**src/rtl/capture_pkg.sv**
```systemverilog
// Shared definitions for the capture controller: state encodings and default widths.
package capture_pkg;

    localparam int DATA_WIDTH_DEF = 8;
    localparam int CNT_WIDTH_DEF  = 10;

    typedef logic [1:0] state_t;

    localparam state_t ST_IDLE    = 2'd0;
    localparam state_t ST_ARMED   = 2'd1;
    localparam state_t ST_CAPTURE = 2'd2;
    localparam state_t ST_DONE    = 2'd3;

endpackage

```
**src/rtl/trigger_detect.sv**
```systemverilog
// Slope/threshold trigger detector with previous-sample tracking.
module trigger_detect #(
    parameter int DATA_WIDTH = 8
) (
    input  logic                  clk_i,
    input  logic                  rst_i,
    input  logic                  clear_i,
    input  logic                  track_i,
    input  logic                  edge_i,
    input  logic [DATA_WIDTH-1:0] level_i,
    input  logic [DATA_WIDTH-1:0] sample_i,
    input  logic                  sample_valid_i,
    output logic                  trig_o
);

    logic [DATA_WIDTH-1:0] prev_q, prev_d;
    logic                  prev_vld_q, prev_vld_d;
    logic                  rise_hit, fall_hit;

    // Next previous-sample value: cleared on arm, updated by each valid sample while tracking.
    always_comb begin
        prev_d     = prev_q;
        prev_vld_d = prev_vld_q;
        if (clear_i) begin
            prev_vld_d = 1'b0;
        end else if (track_i && sample_valid_i) begin
            prev_d     = sample_i;
            prev_vld_d = 1'b1;
        end
    end

    // Previous-sample registers with synchronous active-low reset.
    always_ff @(posedge clk_i) begin
        if (!rst_i) begin
            prev_q     <= '0;
            prev_vld_q <= 1'b0;
        end else begin
            prev_q     <= prev_d;
            prev_vld_q <= prev_vld_d;
        end
    end

    assign rise_hit = (prev_q < level_i) && (sample_i >= level_i);
    assign fall_hit = (prev_q > level_i) && (sample_i <= level_i);

    // A trigger needs a prior valid sample, so the first sample after arm never fires.
    assign trig_o = track_i && sample_valid_i && prev_vld_q && (edge_i ? fall_hit : rise_hit);

endmodule

```
**src/rtl/capture_ctrl.sv**
```systemverilog
// Capture controller: arms on request, waits for a threshold crossing, then
// streams a fixed number of samples to the FIFO write port.
//
// state   | meaning
// IDLE    | waiting for arm
// ARMED   | watching samples for the trigger crossing
// CAPTURE | writing post-trigger samples, counting down
// DONE    | capture finished, waiting for re-arm
module capture_ctrl
    import capture_pkg::*;
#(
    parameter int DATA_WIDTH = DATA_WIDTH_DEF,
    parameter int CNT_WIDTH  = CNT_WIDTH_DEF
) (
    input  logic                  clk_i,
    input  logic                  rst_i,
    input  logic                  arm_i,
    input  logic                  abort_i,
    input  logic                  edge_i,
    input  logic [DATA_WIDTH-1:0] level_i,
    input  logic [CNT_WIDTH-1:0]  post_cnt_i,
    input  logic [DATA_WIDTH-1:0] sample_i,
    input  logic                  sample_valid_i,
    input  logic                  fifo_full_i,
    output logic [DATA_WIDTH-1:0] wr_data_o,
    output logic                  wr_inc_o,
    output logic [1:0]            state_o,
    output logic                  triggered_o,
    output logic                  done_o,
    output logic                  overflow_o
);

    state_t                state_q, state_d;
    logic [CNT_WIDTH-1:0]  cnt_q, cnt_d;
    logic                  trig_q, trig_d;
    logic                  ovf_q, ovf_d;
    logic                  wr_inc_q, wr_inc_d;
    logic [DATA_WIDTH-1:0] wr_data_q, wr_data_d;
    logic                  done_q, done_d;
    logic                  arm_accept;
    logic                  take;
    logic                  trig_hit;
    logic                  track;

    assign track = (state_q == ST_ARMED) && !abort_i;

    trigger_detect #(
        .DATA_WIDTH(DATA_WIDTH)
    ) u_trig (
        .clk_i          (clk_i),
        .rst_i          (rst_i),
        .clear_i        (arm_accept),
        .track_i        (track),
        .edge_i         (edge_i),
        .level_i        (level_i),
        .sample_i       (sample_i),
        .sample_valid_i (sample_valid_i),
        .trig_o         (trig_hit)
    );

    // FSM next-state, remaining-sample down-counter and write strobe generation.
    always_comb begin
        state_d    = state_q;
        cnt_d      = cnt_q;
        trig_d     = trig_q;
        ovf_d      = ovf_q;
        wr_inc_d   = 1'b0;
        wr_data_d  = wr_data_q;
        done_d     = 1'b0;
        arm_accept = 1'b0;
        take       = 1'b0;

        if (abort_i) begin
            state_d = ST_IDLE;
            trig_d  = 1'b0;
        end else begin
            case (state_q)
                ST_IDLE, ST_DONE: begin
                    if (arm_i) begin
                        state_d    = ST_ARMED;
                        cnt_d      = (post_cnt_i == '0) ? CNT_WIDTH'(1) : post_cnt_i;
                        trig_d     = 1'b0;
                        ovf_d      = 1'b0;
                        arm_accept = 1'b1;
                    end
                end
                ST_ARMED: begin
                    if (trig_hit) begin
                        take   = 1'b1;
                        trig_d = 1'b1;
                    end
                end
                ST_CAPTURE: begin
                    take = sample_valid_i;
                end
                default: state_d = ST_IDLE;
            endcase

            // The trigger sample is the first counted one; a full FIFO drops
            // the sample but still consumes a count to keep the time base.
            if (take) begin
                cnt_d = cnt_q - CNT_WIDTH'(1);
                if (fifo_full_i) begin
                    ovf_d = 1'b1;
                end else begin
                    wr_inc_d  = 1'b1;
                    wr_data_d = sample_i;
                end
                if (cnt_q == CNT_WIDTH'(1)) begin
                    state_d = ST_DONE;
                    done_d  = 1'b1;
                end else begin
                    state_d = ST_CAPTURE;
                end
            end
        end
    end

    // Controller registers with synchronous active-low reset.
    always_ff @(posedge clk_i) begin
        if (!rst_i) begin
            state_q   <= ST_IDLE;
            cnt_q     <= '0;
            trig_q    <= 1'b0;
            ovf_q     <= 1'b0;
            wr_inc_q  <= 1'b0;
            wr_data_q <= '0;
            done_q    <= 1'b0;
        end else begin
            state_q   <= state_d;
            cnt_q     <= cnt_d;
            trig_q    <= trig_d;
            ovf_q     <= ovf_d;
            wr_inc_q  <= wr_inc_d;
            wr_data_q <= wr_data_d;
            done_q    <= done_d;
        end
    end

    assign state_o     = state_q;
    assign triggered_o = trig_q;
    assign overflow_o  = ovf_q;
    assign wr_inc_o    = wr_inc_q;
    assign wr_data_o   = wr_data_q;
    assign done_o      = done_q;

endmodule

```
**config.mk**
```make
export PLATFORM = sky130hd
export DESIGN_NAME = capture_ctrl
export DESIGN_NICKNAME = d
export VERILOG_FILES = /design/src/rtl/capture_pkg.sv /design/src/rtl/trigger_detect.sv /design/src/rtl/capture_ctrl.sv
export SDC_FILE = /design/constraint.sdc
export NUM_CORES = 1
export LEC_CHECK = 0
export CAP_MARGIN = 20
export CORE_ASPECT_RATIO = 1.2
export CORE_MARGIN = 2
export CORE_UTILIZATION = 30
export DETAILED_ROUTE_END_ITERATION = 12
export PLACE_DENSITY = 0.48
export SLEW_MARGIN = 25
export SYNTH_ARGS = -nofsm -noshare
export SYNTH_HDL_FRONTEND = slang
export SYNTH_SLANG_ARGS = --single-unit
```
**constraint.sdc**
```tcl
create_clock -name clk_i -period 2.8 [get_ports clk_i]
set_input_delay 0.42 -clock clk_i [delete_from_list [all_inputs] [get_ports clk_i]]
set_output_delay 0.42 -clock clk_i [all_outputs]
set_load 0.01 [all_outputs]
```
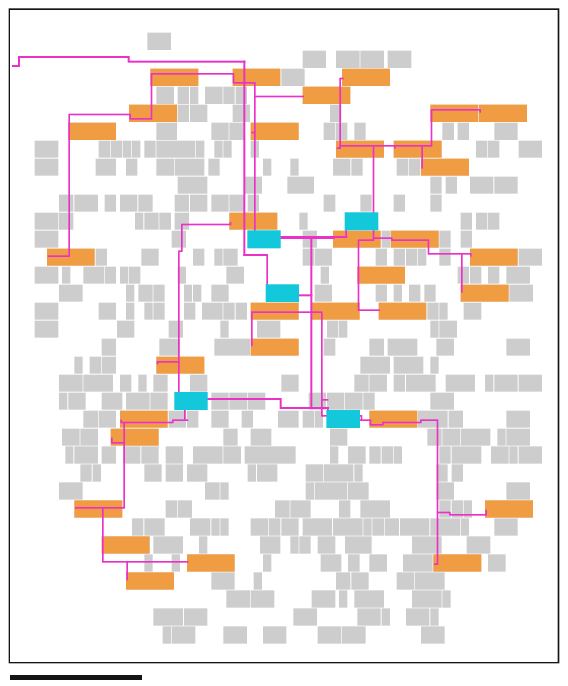
Figure 1: run 1, clock network drawn from the DEF.
Bar = 20 um.
Magenta is clock wires, length 534 um. Cyan is clock drivers, count 5. Orange is flip-flops, count 33.
Position of the flops: all over the die. There are 6 routed clock nets.

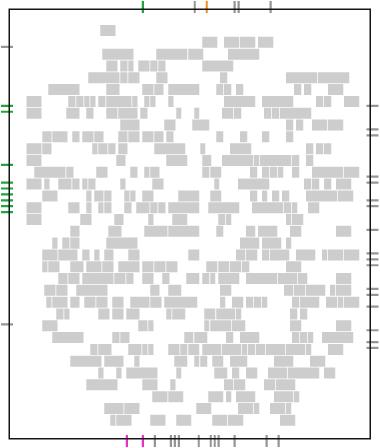
Figure 2: run 1, pin map.
Pins as bars across the die edge, other pins in gray.
Green is post_cnt_i, pins 10, direction input, edge 9 west, 1 north. Magenta is state_o, pins 2, direction output, edge south. Orange is overflow_o, pins 1, direction output, edge north.
All pins by edge: 17 east, 13 south, 11 west, 6 north.
port bufs: 46
Die Y-Extent: 98.6 um

==> qor.yml, run 1 <==
seq_cell_count: 33
simple_gate_share_pct: 25.9
critPathTopFamily: "AND-OR/OR-AND gates"
critPathArrivalTime_ns: 2.88
synth.top_cell.area_share_pct: 29.5
min_path_cells: 2
intPower_mw: 0.786
dp_cells: 441
hold_viol_final: 0
synthAoiAreaFrac_pct: 26.9
cts.sinks: 33
seq_cell_power_mw: 0.494
synthAdderAreaFrac_pct: 11.2
skew_ns: 0.00421
slew_headroom_pct: 67.3
synth_seq_share_pct: 29.5
ys.flop_type: "dfxtp_1"
p_leak_nw: 1.19
warnings: 28
drc: 0
topCombFamilyByArea: "AND-OR/OR-AND gates"
nWellTaps: 90
htreeDepth: 2
setup_viol: 0
logic_gates: 220
via_count: 2425
min_period_over_period_pct: 97.0
p_sw_share_pct: 30.7
fp.dieW_um: 82.8
crit_end: "cnt_q[4]$_SDFFE_PN0P_"
seq_area_share_pct: 21.2
min_to: "u_trig.prev_q[0]$_SDFFE_PN0P_"
worst_slew_pin_slew_ns: 0.486
regArea_sq_um: 661
nFillCells: 745
grt_use_total_pct: 17.6
fin_nets: 411
grt_remaining_overflow: 0
dr.pass1.iters: 4
comb_area_sq_um: 1460
initial_core_util_pct: 30.9
pwr-share-comb_pct: 24.2
largest_class: "combinational gates"
nNonClkInverters: 17
top_cell: "dfxtp_1"
max_freq_mhz: 368
hp-class: "flop to flop"
r2r_end: "cnt_q[4]$_SDFFE_PN0P_"
async_flop_share_pct: 0
worstHoldStart: "u_trig.prev_q[0]$_SDFFE_PN0P_"
worst-path-stages: 11
pg_comb_mw: 0.274
synth_warnings: 0
dieArea_sq_um: 8160
wirelength_um: 7070
tritoncts: "built"
reg2reg_slack_ns: 0.43
critPathKind: "primary input to flop"
cts_buffer_depth: 2
post_cts.repair.setup_buffers: 0
cts-root-buf: "clkbuf_8"
cts_resized: 0
synth_cell_type_count: 54
netlist_top_cells_count: "33 x dfxtp_1, 28 x a21oi_1, 23 x nand3_1, 22 x nor2_1, 21 x nand2_1"
core_sq_um: 7230
status: "finished, final reports clean"
diodes: 0
grt_max_degree: 17
crit_chain: "clkdlybuf4s50_1 > inv_1 > ha_1 > o21ai_0 > o21bai_2 > and4b_4 > nor4_4 > a211oi_2 > buf_4 > o311ai_1 > o22ai_1"
grt_pass1_vias: 2390
area_leaders: "dfxtp_1 30%, ha_1 11%, a21oi_1 6.3%"
largest_area_cell: "dfxtp_1"
post_drt_wl_per_cell_um: 15.8
slowest_stage: "clkdlybuf4s50_1"
critical_path.n_buffers_inverters: 3
p_switching_mw: 0.347
numSynthFlops: 33
required_ns: 2.96
num_rows: 34
syn_to_final_growth_pct: 39.1
startpoint: "level_i[7]"
cap_violations: 0
synth_cells: 284
rr_worst_depth: 9
clock_tree_area_fraction_pct: 2.78
clkbuf_count: 5
drtIter0Drc: 126
grt_antenna_before_repair: 0
max_stage_delay_ns: 0.45
r2r_start: "u_trig.prev_q[5]$_SDFFE_PN0P_"
dpl.hpwl_um: 5530
synth.avg_cell_area_sq_um: 7.87
ir_drop_mv: 0.209
finalHoldWorstSlack_ns: 0.461
power_frac_clock_pct: 32.1
power.group.top: "registers"
num_io_pins: 47
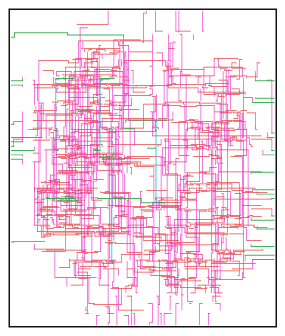
Figure 3: run 1, signal wires by layer.
Cyan is metal 4, wire length 141 um. Red is metal 1, wire length 3110 um. Magenta is metal 2, wire length 3570 um. Green is metal 3, wire length 250 um.

## run 1: flip-flops by register name, summed over array words and instances (netlist names)
signal	cells
u_trig.prev_q	8
cnt_q	10
overflow_o	1
done_o	1
u_trig.prev_vld_q	1
wr_data_o	8
wr_inc_o	1
triggered_o	1
state_o	2
## run 1: metrics by stage
step	setup slack (ns)	cell area, sq um	TNS (ns)
global placement	-0.168	3010	-1.97
CTS	0.100	3090	0
global route	-0.0146	3110	-0.0146
floorplan	0.384	2240	0
finish	0.0843	3110	0
detailed placement	-0.215	3010	-2.71
## run 1: metal layers
layer	vias to the layer above	GRT usage, %	share of wire, %
met5	-	0	0
met2	59	31.5	50
li1	1213	-	-
met4	0	5.93	2.0
met1	1140	21.0	44
met3	13	3.35	3.5
Figure 4. Cells colored by class (run 1).
Fill, decap, tap and diode cells in gray.
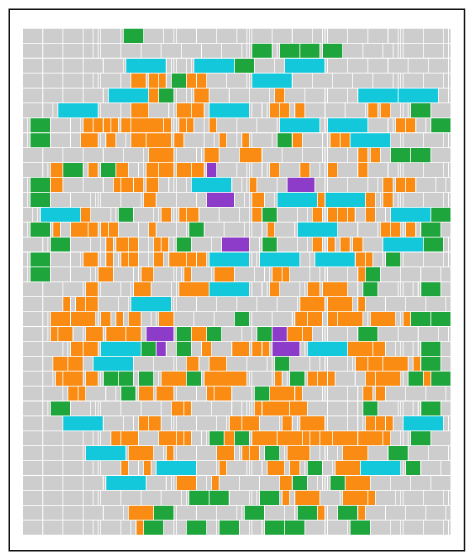

--- run 2 (diff from run 1) ---
- CORE_UTILIZATION: 30 -> 35
- DONT_BUFFER_PORTS: not set -> 1
- PLACE_DENSITY: 0.48 -> 0.45
- SLEW_MARGIN: 25 -> not set
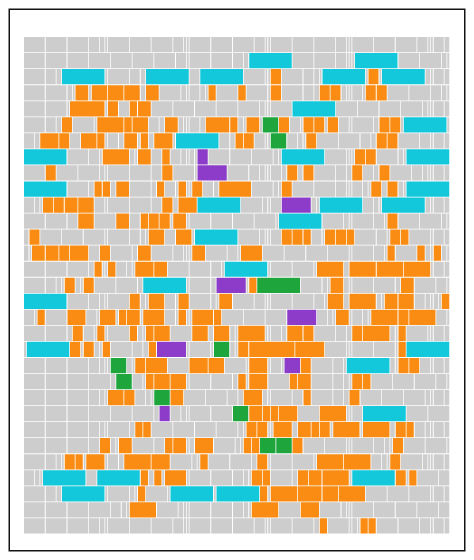
Figure 5: run 2, cells colored by class.
Fill, decap, tap and diode cells in gray.
Cyan is sequential cells, cells 33. Purple is clock drivers and dummy loads, cells 8. Orange is combinational and other logic, cells 237. Green is remaining buffers and delay cells, cells 10.
sequential cell area share: 27.0%
CORE AREA: 6090 sq um
FP Rows: 31
Final Cell Area: 2450 sq um

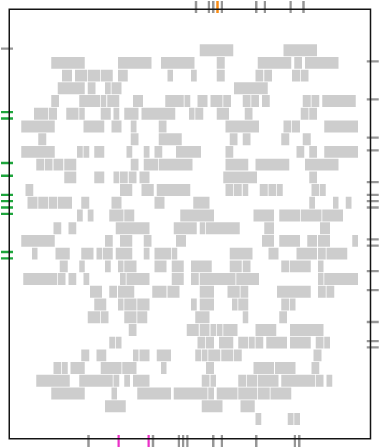
Figure 6: run 2, pin map.
Pins as bars across the die edge, other pins in gray.
Green is post_cnt_i, pins 10, direction input, edge west. Magenta is state_o, pins 2, direction output, edge south. Orange is overflow_o, pins 1, direction output, edge north.
All pins by edge: 15 east, 12 south, 11 west, 9 north.

==> qor.yml, run 2 <==
status: "finished, final reports clean"
htreeDepth: 2
setup_viol: 0
largest_area_cell: "dfxtp_1"
initial_core_util_pct: 36.7
nWellTaps: 82
logic_gates: 220
min_period_over_period_pct: 89.9
synth_seq_share_pct: 29.5
grt_max_degree: 25
pre_cts_ws_ns: 0.113
nFillCells: 668
async_flop_share_pct: 0
post_cts.repair.setup_buffers: 0
drtIter0Drc: 99
power.group.top: "registers"
simple_gate_share_pct: 25.9
finalHoldWorstSlack_ns: 0.258
top_cell: "dfxtp_1"
regMostFlops: "cnt_q"
critPathArrivalTime_ns: 2.66
p_switching_mw: 0.310
grt_use_total_pct: 19.5
grt_remaining_overflow: 0
area_leaders: "dfxtp_1 30%, ha_1 11%, a21oi_1 6.3%"
comb_area_sq_um: 1450
p_leak_nw: 0.904
grt_antenna_before_repair: 0
seq_cell_power_mw: 0.494
warnings: 28
grt_pass1_vias: 2091
largest_class: "combinational gates"
fp.dieW_um: 77.0
worst_slew_pin_slew_ns: 0.834
tns_ns: 0
critPathTopFamily: "simple AND/OR/NAND/NOR gates"
fin_nets: 340
netlist_top_cells_count: "33 x dfxtp_1, 28 x a21oi_1, 23 x nand3_1, 22 x nor2_1, 21 x nand2_1"
setup_ws_ns: 0.282
via_count: 2131
power_frac_clock_pct: 34.7
worst-path-stages: 9
cts_resized: 0
cts.sinks: 33
synthAoiAreaFrac_pct: 26.9
ys.flop_type: "dfxtp_1"
regArea_sq_um: 661
synth.top_cell.area_share_pct: 29.5
synth_warnings: 0
synth.avg_cell_area_sq_um: 7.87
crit_chain: "ha_1 > a211oi_2 > nor2_1 > or2_4 > nor4_4 > a211oi_2 > buf_12 > o311ai_0 > o22ai_1"
num_io_pins: 47
slowest_stage: "nor4_4"
dr.pass1.iters: 4
syn_to_final_growth_pct: 9.51
dieArea_sq_um: 7050
synth_cell_type_count: 54
dp_cells: 362
drc: 0
placed_area_sq_um: 2360
nNonClkInverters: 17
min_path_cells: 1
hold_viol_final: 0
hp-class: "primary input to flop"
cap_violations: 0
seq_cell_count: 33
pg_comb_mw: 0.184
required_ns: 2.95
p_sw_share_pct: 29.9
diodes: 0
tritoncts: "built"
max_stage_delay_ns: 0.50
wirelength_um: 6670
cts-root-buf: "clkbuf_8"
skew_ns: 0.00703
max_freq_mhz: 397
cts_buffer_depth: 2
clock_tree_area_fraction_pct: 3.53
clkbuf_count: 5
dpl.hpwl_um: 5080
critPathKind: "flop to flop"
run 2: cell counts after synthesis:
No cell type changed its count.
run 2: path summary, 6_finish.rpt:
path / from / endpoint / slack, ns
setup / recovery: u_trig.prev_q[5]$_SDFFE_PN0P_ / cnt_q[4]$_SDFFE_PN0P_ / 0.28
hold / removal: rst_i / cnt_q[1]$_SDFFE_PN0P_ / 0.26
setup reg to reg: u_trig.prev_q[5]$_SDFFE_PN0P_ / cnt_q[4]$_SDFFE_PN0P_ / 0.28
hold reg to reg: u_trig.prev_q[1]$_SDFFE_PN0P_ / u_trig.prev_q[1]$_SDFFE_PN0P_ / 0.47
run 2: per-layer routing:
layer  global-route usage (%)  vias up  wire, um
met4                     5.00        0        62
met2                     35.5       47      3350
met3                     4.08        7       312
met5                        0        -         0
met1                     23.1     1007      2950
li1                         -     1070         -
Power figures rest on the tool's default switching activity, not on a simulated workload.
